**config.mk**
```make
export PLATFORM = sky130hd
export DESIGN_NAME = add_pipe
export DESIGN_NICKNAME = d
export VERILOG_FILES = /design/src/rtl/add_pkg.sv /design/src/rtl/add_pipe_seg_adder.sv /design/src/rtl/add_pipe.sv
export SDC_FILE = /design/constraint.sdc
export NUM_CORES = 1
export LEC_CHECK = 0
export ABC_AREA = 0
export CAP_MARGIN = 20
export CORE_MARGIN = 4
export CORE_UTILIZATION = 59
export DETAILED_ROUTE_END_ITERATION = 10
export GPL_ROUTABILITY_DRIVEN = 1
export PLACE_DENSITY = 0.84
export SETUP_SLACK_MARGIN = 0.2
export SLEW_MARGIN = 20
export SYNTH_ARGS = -nofsm -noshare
export SYNTH_HDL_FRONTEND = slang
export SYNTH_SLANG_ARGS = --single-unit
```
**constraint.sdc**
```tcl
create_clock -name clk -period 17.4 [get_ports clk]
set_input_delay 2.61 -clock clk [delete_from_list [all_inputs] [get_ports clk]]
set_output_delay 2.61 -clock clk [all_outputs]
set_load 0.02 [all_outputs]
```
**src/rtl/add_pkg.sv**
```systemverilog
// Shared types and helpers for the carry-pipelined adder.
package add_pkg;

  typedef enum logic [1:0] {
    MODE_ADD = 2'b00,
    MODE_SUB = 2'b01,
    MODE_ADC = 2'b10,
    MODE_SBB = 2'b11
  } mode_e;

  localparam int MAX_W = 64;

  function automatic int stages_of(
    input int width,
    input int seg
  );
    return width / seg;
  endfunction

  // Largest positive two's-complement value of the given width.
  function automatic logic [MAX_W-1:0] sat_max(
    input int width
  );
    logic [MAX_W-1:0] v;
    v = '0;
    for (int i = 0; i < MAX_W; i++) begin
      if (i < width - 1) v[i] = 1'b1;
    end
    return v;
  endfunction

  function automatic logic [MAX_W-1:0] sat_min(
    input int width
  );
    logic [MAX_W-1:0] v;
    v = '0;
    for (int i = 0; i < MAX_W; i++) begin
      if (i == width - 1) v[i] = 1'b1;
    end
    return v;
  endfunction

endpackage

```
**src/rtl/add_pipe_seg_adder.sv**
```systemverilog
// Combinational SEG-bit ripple of full adders; exposes the
// carry into the top bit so the last segment can form ovf.
module seg_adder #(
  parameter int W = 4
) (
  input  logic [W-1:0] a,
  input  logic [W-1:0] b,
  input  logic         ci,
  output logic [W-1:0] s,
  output logic         co,
  output logic         ci_msb
);

  logic [W:0] c;

  always_comb begin
    c    = '0;
    s    = '0;
    c[0] = ci;
    for (int i = 0; i < W; i++) begin
      s[i]   = a[i] ^ b[i] ^ c[i];
      c[i+1] = (a[i] & b[i]) | (c[i] & (a[i] ^ b[i]));
    end
  end

  assign co     = c[W];
  assign ci_msb = c[W-1];

endmodule

```
**src/rtl/add_pipe.sv**
```systemverilog
// Carry-pipelined add/sub, one SEG-bit segment per stage.
// Optional signed saturation: define ADD_PIPE_SAT_EN.
module add_pipe
  import add_pkg::*;
#(
  parameter int WIDTH = 16,
  parameter int SEG   = 4
) (
  input  logic             clk,
  input  logic             rst,
  input  logic             in_valid,
  output logic             in_ready,
  input  logic [WIDTH-1:0] op1,
  input  logic [WIDTH-1:0] op2,
  input  logic             cin,
  input  logic [1:0]       mode,
  output logic             out_valid,
  input  logic             out_ready,
  output logic [WIDTH-1:0] ans,
  output logic             cout,
  output logic             ovf,
  output logic             zero
);

  localparam int STAGES = stages_of(WIDTH, SEG);

  logic                         en;
  logic [STAGES:0]              v;
  logic [STAGES-1:0][WIDTH-1:0] a_q;
  logic [STAGES-1:0][WIDTH-1:0] b_q;
  logic [STAGES:0][WIDTH-1:0]   s_q;
  logic [STAGES:0]              c_q;
  logic                         cm_q;

  logic [STAGES-1:0][SEG-1:0]   seg_s;
  logic [STAGES-1:0]            seg_co;
  logic [STAGES-1:0]            seg_cm;

  logic [WIDTH-1:0]             b_in;
  logic                         c_in;
  logic [WIDTH-1:0]             ans_raw;

  assign en       = ~v[STAGES] | out_ready;
  assign in_ready = en;

  always_comb begin
    b_in = op2;
    c_in = 1'b0;
    unique case (mode_e'(mode))
      MODE_ADD: c_in = 1'b0;
      MODE_SUB: begin
        b_in = ~op2;
        c_in = 1'b1;
      end
      MODE_ADC: c_in = cin;
      MODE_SBB: begin
        b_in = ~op2;
        c_in = ~cin;
      end
      default: c_in = 1'b0;
    endcase
  end

  for (genvar k = 0; k < STAGES; k++) begin : g_seg
    seg_adder #(.W(SEG)) u_seg (
      .a      (a_q[k][k*SEG +: SEG]),
      .b      (b_q[k][k*SEG +: SEG]),
      .ci     (c_q[k]),
      .s      (seg_s[k]),
      .co     (seg_co[k]),
      .ci_msb (seg_cm[k])
    );
  end

  // Rank 0 holds prepared operands; rank k+1 holds stage k results.
  always_ff @(posedge clk) begin
    if (rst) begin
      v           <= '0;
      s_q[STAGES] <= '0;
      c_q[STAGES] <= 1'b0;
      cm_q        <= 1'b0;
    end else if (en) begin
      v      <= {v[STAGES-1:0], in_valid};
      a_q[0] <= op1;
      b_q[0] <= b_in;
      c_q[0] <= c_in;
      s_q[0] <= '0;
      for (int k = 0; k < STAGES - 1; k++) begin
        a_q[k+1] <= a_q[k];
        b_q[k+1] <= b_q[k];
      end
      for (int k = 0; k < STAGES; k++) begin
        s_q[k+1]               <= s_q[k];
        s_q[k+1][k*SEG +: SEG] <= seg_s[k];
        c_q[k+1]               <= seg_co[k];
      end
      cm_q <= seg_cm[STAGES-1];
    end
  end

  assign out_valid = v[STAGES];
  assign ans_raw   = s_q[STAGES];
  assign cout      = c_q[STAGES];
  assign ovf       = cm_q ^ c_q[STAGES];

`ifdef ADD_PIPE_SAT_EN
  localparam logic [MAX_W-1:0] SMAX_F = sat_max(WIDTH);
  localparam logic [MAX_W-1:0] SMIN_F = sat_min(WIDTH);
  localparam logic [WIDTH-1:0] SMAX   = SMAX_F[WIDTH-1:0];
  localparam logic [WIDTH-1:0] SMIN   = SMIN_F[WIDTH-1:0];

  // A wrapped MSB of 1 means the true result overflowed positive.
  assign ans = ovf ? (ans_raw[WIDTH-1] ? SMAX : SMIN) : ans_raw;
`else
  assign ans = ans_raw;
`endif

  assign zero = v[STAGES] & ~|ans;

endmodule

```
floorplan.png
The bar under the picture is 20 um long. Pins as bars on the die edge.
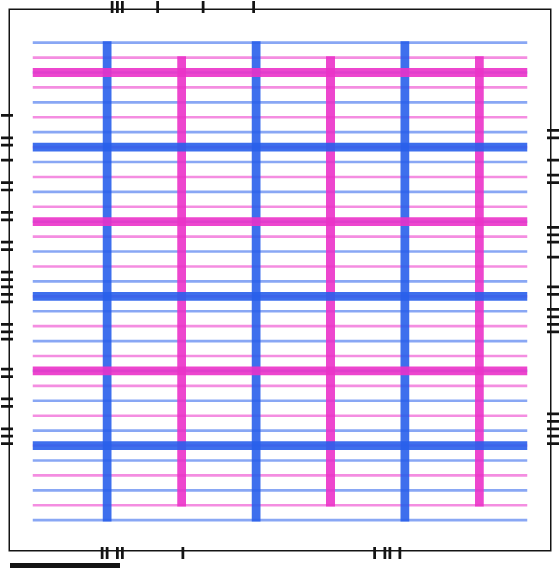
legend:
  magenta:
    net: VDD
  blue:
    net: VSS
rows: 32
met1 rails: 33
met5 straps: 6
met4 straps: 6

class_map.png
The bar under the picture is 20 um long.
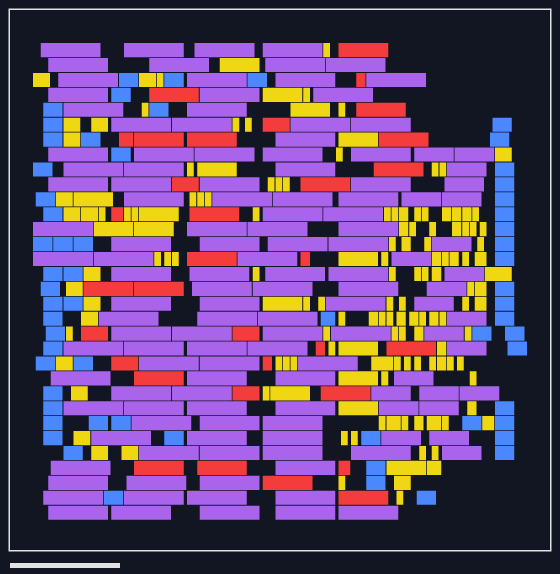
legend:
  purple:
    class: registers
    cells: 131
    share_of_their_area: 63%
  blue:
    class: remaining buffers and delay cells
    cells: 60
    share_of_their_area: 10%
  red:
    class: clock drivers and dummy loads
    cells: 32
    share_of_their_area: 10%
  yellow:
    class: remaining logic cells
    cells: 145
    share_of_their_area: 16%

==> results.cfg <==
; flow metrics
[final_timing]
finalHoldViolations = 0
fin_crit_ns = 7.02
setup_viol = 0
slew_headroom = 0.305
fmax_ghz = 0.143
slew_violations = 0
clock_skew_ns = 0.00629
worstMarginPinSlew_ns = 1.04
rsz0062_at_grt = false
setup_tns_ns = 0
post-route-period-util = 0.403

[die]
fp.dieW_um = 98.4
die_y_um = 98.4
fp-utilization = 0.615
coreArea_um2 = 7850
dieArea_um2 = 9690
rows = 32
io_pins = 60

[clocking]
cts_buffers = 17
holdBufCountCts = 0
cts_root_buf = clkbuf_8
cts_sinks = 131
insertion_delay_ns = 0.50
cts.clk_slew.worst_paths_ns = 0.05
cts_resized = 0
cts_tree = done
cts_setup_buffers = 0
htree_num_levels = 4
clockBufferDepth = 2

[worst_setup_path]
path_max_fanout = 26
cp_common_cell = clkdlybuf4s50_1
cp_slowest_cell = clkdlybuf4s50_1
crit_path_start_kind = primary input
cp_data_required_time_ns = 14.79
path_class = in2out
crit_path_end_kind = primary output
critPathArrivalTime_ns = 4.41
critical_path_buf_inv_count = 3
path_delay_family = buffers and inverters
crit_chain = clkdlybuf4s50_1 > nor2b_4 > inv_2 > clkdlybuf4s50_1
cpPeakStageDelay_ns = 0.62

[route]
drtPass1Iterations = 4
num_vias = 2265
drt-initial-drc-count = 149
met1_length_um = 2760
wl_met3_um = 367
drc = 0
drt_wl_total_um = 6980
ant_nets = 0
wl_met2_um = 3770
top_layer_used = met4
wl_per_cell_um = 14.9
vias_per_cell = 4.82

[synth]
ys_cells = 300
async_flop_share = 0
ys_types = 19
yosysWarningCount = 0
ys_ff = 131
syn_inst = 300
syn_area_um2 = 4820
synth_area_per_cell_um2 = 16.1
fp_nets = 355
yosysSeqAreaShare = 0.768
edf_count = 108
yosys_area_um2 = 4820
flop_cell = edfxtp_1

[final_layout]
n_antenna_cell = 0
fillCellCount = 454
area_growth_pct = 24.1
seqCellArea_um2 = 3700
lay_top_count = edfxtp_1
mostFrequentLayoutCells = 108 x edfxtp_1, 59 x clkdlybuf4s50_1, 39 x nand2_1, 36 x inv_1, 23 x dfxtp_1
drive_gt1_frac = 0.0978
comb_area_um2 = 823
finish.utilization = 0.763
finalNetCount = 410

[global_routing]
antenna_found_initial = 0
grt_pass1_wl_um = 11600
grt_pass1_vias = 2459
grt_max_degree = 70
grt_overflow = 0
grtUsageTotal = 0.157

[job]
cap_violations = 0
warnings = 26

[outcome]
run_status = finished, final reports clean

[power]
p_leak_nw = 2.30
p_per_area_nw_per_um2 = 129
peakVddDrop_uv = 91.6

[place]
dp_hpwl_um = 4110
io_buffers = 59
gp_congestion = 0.758

[hold_path]
hold_path.class = reg2reg
clock_wires.png
The bar under the picture is 20 um long.
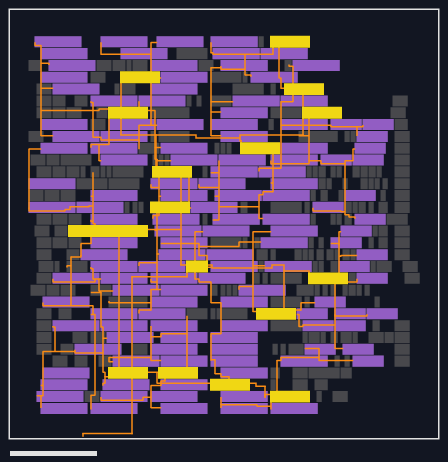
legend:
  yellow:
    item: clock-net drivers
    count: 17
  purple:
    item: flip-flops
    count: 131
  orange:
    item: clock wires
    length: 1370 um
flops lie: all over the die
routed clock nets: 18

layers.png
Only two layers are drawn.
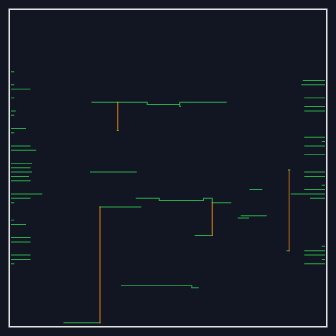
legend:
  orange:
    layer: M4
    wire_length: 80.2 um
  green:
    layer: M3
    wire_length: 368 um

-- power breakdown --
part | internal [W] | leakage [nW] | switching [W]
clock | 0.000220 | 0.306 | 0.000119
sequential | 0.000370 | 1.25 | 0.00000959
combinational | 0.0000246 | 0.749 | 0.0000269
total | 0.000615 | 2.30 | 0.000156
-- per-stage QoR --
| stage | instance area, um^2 | instances | power [W] | hold WS [ns] | setup WS [ns] |
|---|---|---|---|---|---|
| global route | 5990 | 470 | 0.000803 | 0.423 | 10.22 |
| detailed placement | 5390 | 438 | 0.000436 | 0.405 | 10.38 |
| global placement | 5390 | 438 | 0.000432 | 0.402 | 10.42 |
| finish | 5990 | 470 | 0.000771 | 0.413 | 10.38 |
| floorplan | 4820 | 300 | 0.000416 | 0.400 | 9.50 |
| CTS | 5990 | 470 | 0.000779 | 0.416 | 10.37 |
-- cell families after synthesis --
group                    after synthesis  synth area share
AND-OR/OR-AND                         22            0.0244
XOR/XNOR                              18            0.0327
adder cells (fa/ha/maj)               16            0.0664
buffers and inverters                 61            0.0633
flip-flops                           131             0.768
AND/OR/NAND/NOR                       52            0.0456
-- Yosys cell counts, drive strengths merged (2+ instances only) --
library cell,instances,area [um^2]
xor2,17,149
edfxtp,108,3240
clkbuf,2,7.51
nor4,3,18.8
buf,22,159
a21oi,19,95.1
a211oi,3,22.5
inv,37,139
dfxtp,23,460
nor2,7,26.3
nand2,39,146
fa,16,320
-- final cells by class --
type | count | share of cell area
Sequential cell | 131 | 0.618
Timing Repair Buffer | 60 | 0.0999
Tap cell | 102 | 0.0213
Clock inverter | 6 | 0.00543
Clock buffer | 26 | 0.0944
Multi-Input combinational cell | 108 | 0.137
Inverter | 37 | 0.0232
-- path summary, 6_finish.rpt --
kind                           from  cells past startpoint                 to  slack [ns]
setup reg to reg  v[4]$_SDFFE_PP0N_                      3   a_q[0]$_DFFE_PP_       14.88
hold reg to reg   s_q[35]$_DFFE_PP_                      0  s_q[51]$_DFFE_PP_        0.41
setup / recovery          out_ready                      4           in_ready       10.38
hold / removal    s_q[35]$_DFFE_PP_                      0  s_q[51]$_DFFE_PP_        0.41
-- routing by layer --
metal  GRT usage  vias to the layer above
met3      0.0510                        8
met4      0.0672                        0
met2       0.273                       69
met1       0.178                     1078
met5           0                        -
li1            -                     1110
-- registers in the layout, summed over array words and instances, names as in the netlist --
name / flops
a_q: 40
b_q: 40
s_q: 24
ans: 16
c_q: 5
v: 5
cm_q: 1
No activity file was given, so power comes from the tool's default toggle rates.
